===== src/rtl/div8_seq.sv =====
// Sequential 8-bit restoring divider: Run handshake, one quotient bit per clock.
// Define SIGNED_DIV_EN for two's-complement operands with a sign-fixup cycle.
module div8_seq (
    input  logic       clk,
    input  logic       reset,
    input  logic       run,
    input  logic [7:0] dividend,
    input  logic [7:0] divisor,
    output logic [7:0] quotient,
    output logic [7:0] remainder,
    output logic       div_by_zero,
    output logic       busy,
    output logic       done
);

`ifdef SIGNED_DIV_EN
    typedef enum logic [2:0] {StIdle, StLoad, StIter, StFixup, StDone} state_t;
`else
    typedef enum logic [2:0] {StIdle, StLoad, StIter, StDone} state_t;
`endif

    state_t     state;
    // Partial remainder is always below the divisor between iterations, so 8 bits
    // hold it; the 9-bit shifted value and trial difference carry the extra bit.
    logic [7:0] a;
    logic [7:0] q;
    logic [7:0] d;
    logic [2:0] count;

`ifdef SIGNED_DIV_EN
    logic       neg_q;
    logic       neg_r;
`endif

    logic [8:0] a_sh;
    logic [8:0] t;
    logic [7:0] a_nx;
    logic [7:0] q_nx;

    always_comb begin
        a_sh = {a, q[7]};
        t    = a_sh - {1'b0, d};
        a_nx = t[8] ? a_sh[7:0] : t[7:0];
        q_nx = {q[6:0], ~t[8]};
    end

    always_ff @(posedge clk or posedge reset) begin
        if (reset) begin
            state       <= StIdle;
            a           <= 8'h00;
            q           <= 8'h00;
            d           <= 8'h00;
            count       <= 3'd0;
            quotient    <= 8'h00;
            remainder   <= 8'h00;
            div_by_zero <= 1'b0;
            busy        <= 1'b0;
            done        <= 1'b0;
`ifdef SIGNED_DIV_EN
            neg_q       <= 1'b0;
            neg_r       <= 1'b0;
`endif
        end else begin
            case (state)
                StIdle: begin
                    if (run) begin
                        state <= StLoad;
                        busy  <= 1'b1;
                    end
                end
                StLoad: begin
                    a     <= 8'h00;
                    count <= 3'd0;
`ifdef SIGNED_DIV_EN
                    q     <= dividend[7] ? (8'd0 - dividend) : dividend;
                    d     <= divisor[7] ? (8'd0 - divisor) : divisor;
                    neg_q <= dividend[7] ^ divisor[7];
                    neg_r <= dividend[7];
`else
                    q     <= dividend;
                    d     <= divisor;
`endif
                    state <= StIter;
                end
                StIter: begin
                    a     <= a_nx;
                    q     <= q_nx;
                    count <= count + 3'd1;
                    if (count == 3'd7) begin
`ifdef SIGNED_DIV_EN
                        state <= StFixup;
`else
                        state       <= StDone;
                        busy        <= 1'b0;
                        done        <= 1'b1;
                        quotient    <= q_nx;
                        remainder   <= a_nx;
                        div_by_zero <= (d == 8'h00);
`endif
                    end
                end
`ifdef SIGNED_DIV_EN
                StFixup: begin
                    state       <= StDone;
                    busy        <= 1'b0;
                    done        <= 1'b1;
                    div_by_zero <= (d == 8'h00);
                    // A zero divisor reports the raw all-ones quotient unsigned.
                    quotient    <= (neg_q && (d != 8'h00)) ? (8'd0 - q) : q;
                    remainder   <= neg_r ? (8'd0 - a) : a;
                end
`endif
                StDone: begin
                    if (!run) begin
                        state <= StIdle;
                        done  <= 1'b0;
                    end
                end
                default: begin
                    state <= StIdle;
                    busy  <= 1'b0;
                    done  <= 1'b0;
                end
            endcase
        end
    end

endmodule


===== config.mk =====
export PLATFORM = sky130hd
export DESIGN_NAME = div8_seq
export DESIGN_NICKNAME = d
export VERILOG_FILES = /design/src/rtl/div8_seq.sv
export SDC_FILE = /design/constraint.sdc
export NUM_CORES = 1
export LEC_CHECK = 0
export CAP_MARGIN = 20
export CORE_UTILIZATION = 55
export CTS_CLUSTER_SIZE = 16
export DETAILED_ROUTE_END_ITERATION = 6
export GPL_TIMING_DRIVEN = 0
export PLACE_DENSITY_LB_ADDON = 0.2
export SETUP_SLACK_MARGIN = 0.3
export SYNTH_ARGS = -nofsm -noshare
export SYNTH_HDL_FRONTEND = slang
export SYNTH_SLANG_ARGS = --single-unit

===== constraint.sdc =====
create_clock -name clk -period 6.6 [get_ports clk]
set_clock_uncertainty 0.2 [all_clocks]
set_input_delay 1.32 -clock clk [delete_from_list [all_inputs] [get_ports clk]]
set_output_delay 1.32 -clock clk [all_outputs]
set_load 0.01 [all_outputs]

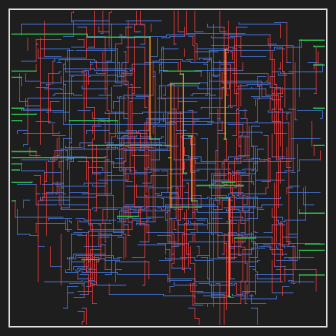
Figure 1: metal layers overlaid.
Blue marks met1, wire length 2,280 um. Orange marks met4, wire length 127 um. Red marks met2, wire length 2,540 um. Green marks met3, wire length 202 um.

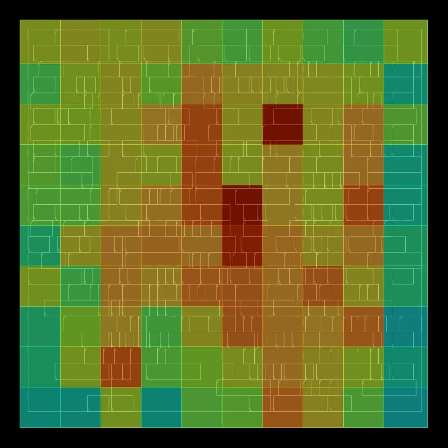
Figure 2: congestion heat map.
fraction of the core area covered by cells at the end of the flow: 0.7061
Top Usage Layer GRT: met2

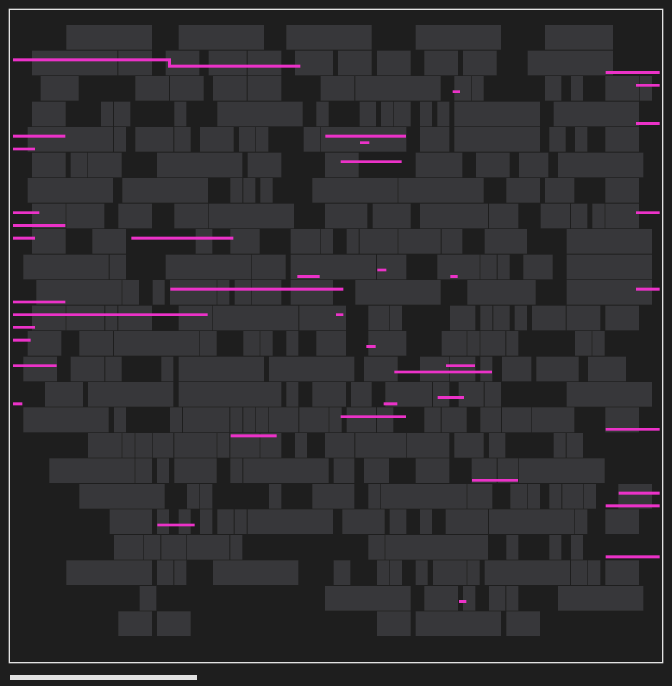
Figure 3: met3 routing.
The bar under the picture is 20 um long. Cells faint in the background.
The layer holds 3.9% of the routed length. The wires run mostly horizontal. 33 nets have wire on it. The layer carries 202 um of wire. The longest straight run is 20.5 um.

==> results.json <==
{
  "synth_cells": 243,
  "power_leakage_nw": 1.374,
  "final_design_area_no_fill_sq_um": 3095,
  "worstSetupStartpoint": "q[7]$_DFFE_PP0P_",
  "worstHoldEndpoint": "count[0]$_DFFE_PP0P_",
  "design.final.nets": 322,
  "area_delta_synth_final_pct": 23.27,
  "nNonClkBuffers": 49,
  "ff2ff_setup_slack_ns": 3.61,
  "worstSkewPairLatency_ns": 0.30,
  "yosys.area_share.xor_xnor": 0.01395,
  "die_area_sq_um": 4840,
  "layout.buffer.nonclock.area_share": 0.1451,
  "worstPathRequired_ns": 6.56,
  "n_antenna_cell": 0,
  "number_of_flops_mapped_to_enable_cells_by_yosys": 0,
  "detailedRoute.firstIterationViolations": 118,
  "critical_path.endpoint": "a[4]$_DFFE_PP0P_",
  "synthDistinctLibCells": 44,
  "first_pass_grt_wire_length_mm": 9.011,
  "cts_max_path_buffers": 2,
  "synth.net_count": 277,
  "totalWireLength_mm": 5.140,
  "start_kind": "flop",
  "synth_flops": 48,
  "avgSynthCellArea_sq_um": 10.33,
  "tapCellCount": 52,
  "design.portCount": 38,
  "gr-usage-met3": 0.04360,
  "numClockSinks": 48,
  "cell_resize_tally_after_clock_tree_synthesis": 0,
  "use_met1": 0.2937,
  "drcViolationCount": 0,
  "pre_cts_slack_ns": 3.658,
  "relSlewSlack": 0.6759,
  "global_route.usage.total": 0.2348,
  "first_pass_iters": 4,
  "yosys_area_sq_um": 2511,
  "critical_path.reg2reg.endpoint": "a[4]$_DFFE_PP0P_",
  "fa_ha_area_frac": 0.07773,
  "wl_met2_mm": 2.535,
  "timing.critical_path.arrival_ns": 2.95,
  "irDropWorstVdd_mv": 0.3334,
  "peak_per_stage_delay_on_the_critical_path_ns": 0.44,
  "yosys.area.top_type_share": 0.4783,
  "synth.logic.top_family": "AND-OR/OR-AND gates",
  "vias_per_cell": 5.624,
  "gp_congestion": 0.8083,
  "floorplan.core_area_sq_um": 4384,
  "final_layout_top_logic_cells": "48 x dfrtp_1, 37 x clkdlybuf4s50_1, 27 x nand2_1, 18 x inv_1, 17 x nor2_1",
  "max_slew.worst_pin.slew_ns": 0.4861,
  "largest_area_cell": "dfrtp_1",
  "post-route-worst-setup-slack_ns": 3.609,
  "grt_max_degree": 36,
  "num-nonclk-inverters": 19,
  "floorplan_die_width_um": 69.57,
  "multiInputCombCellCount": 165,
  "placement_rows": 24,
  "run_status": "finished, final reports clean",
  "synth_warnings": 0,
  "port-buffer-count": 37,
  "p_total_mw": 1.330,
  "grt_setup_unrepaired": "no",
  "timing.final.crit_period_ns": 2.991,
  "wl_per_cell_um": 15.12,
  "hp-class": "reg -> reg",
  "layout.cells.largest_class": "registers",
  "dr_wl_met3_um": 202,
  "num-fill-cells": 364
}
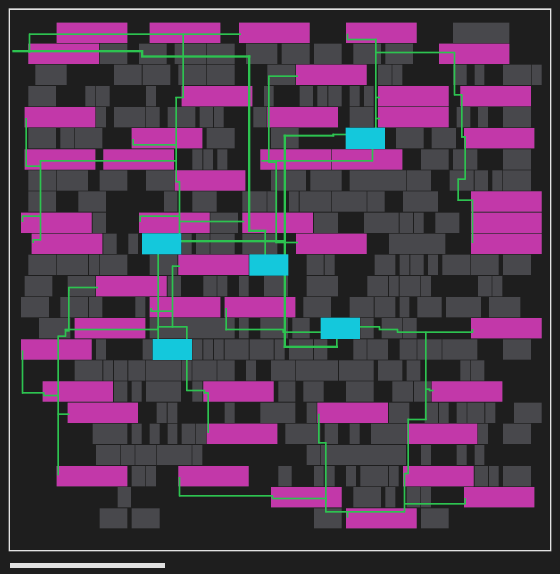
Figure 4: clock wires, drivers and flops.
The bar under the picture is 20 um long.
Cyan marks cells driving clock nets, count 5. Magenta marks flip-flops, count 48. Green marks clock wires, length 568 um.
Position of the flops: spread over the die.

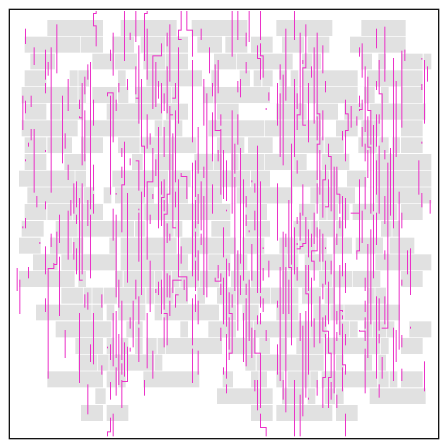
Figure 5: M2 wires.
Cells faint in the background.
The wires run mostly vertical. The layer carries 2,540 um of wire.

## report_power, final
group	switching, mW	internal (mW)	leakage (nW)	total [mW]
sequential	0.0578	0.372	0.626	0.429
clock	0.0948	0.149	0.0642	0.244
combinational	0.386	0.271	0.684	0.657
total	0.539	0.791	1.37	1.33
## flip-flops by register name (all words and copies together), names as in the netlist
register / cells
a: 8
busy: 1
count: 3
d: 8
div_by_zero: 1
done: 1
q: 8
quotient: 8
remainder: 8
state: 2
## worst max-delay path: cells and delay by family (launching register included)
kind | cells | cell delay [ns]
AOI/OAI and AO/OA | 4 | 0.96
adders and majority gates | 2 | 0.60
buffers and inverters | 3 | 0.36
muxes | 1 | 0.34
DFF | 1 | 0.41
Power and IR drop assume default switching activity.
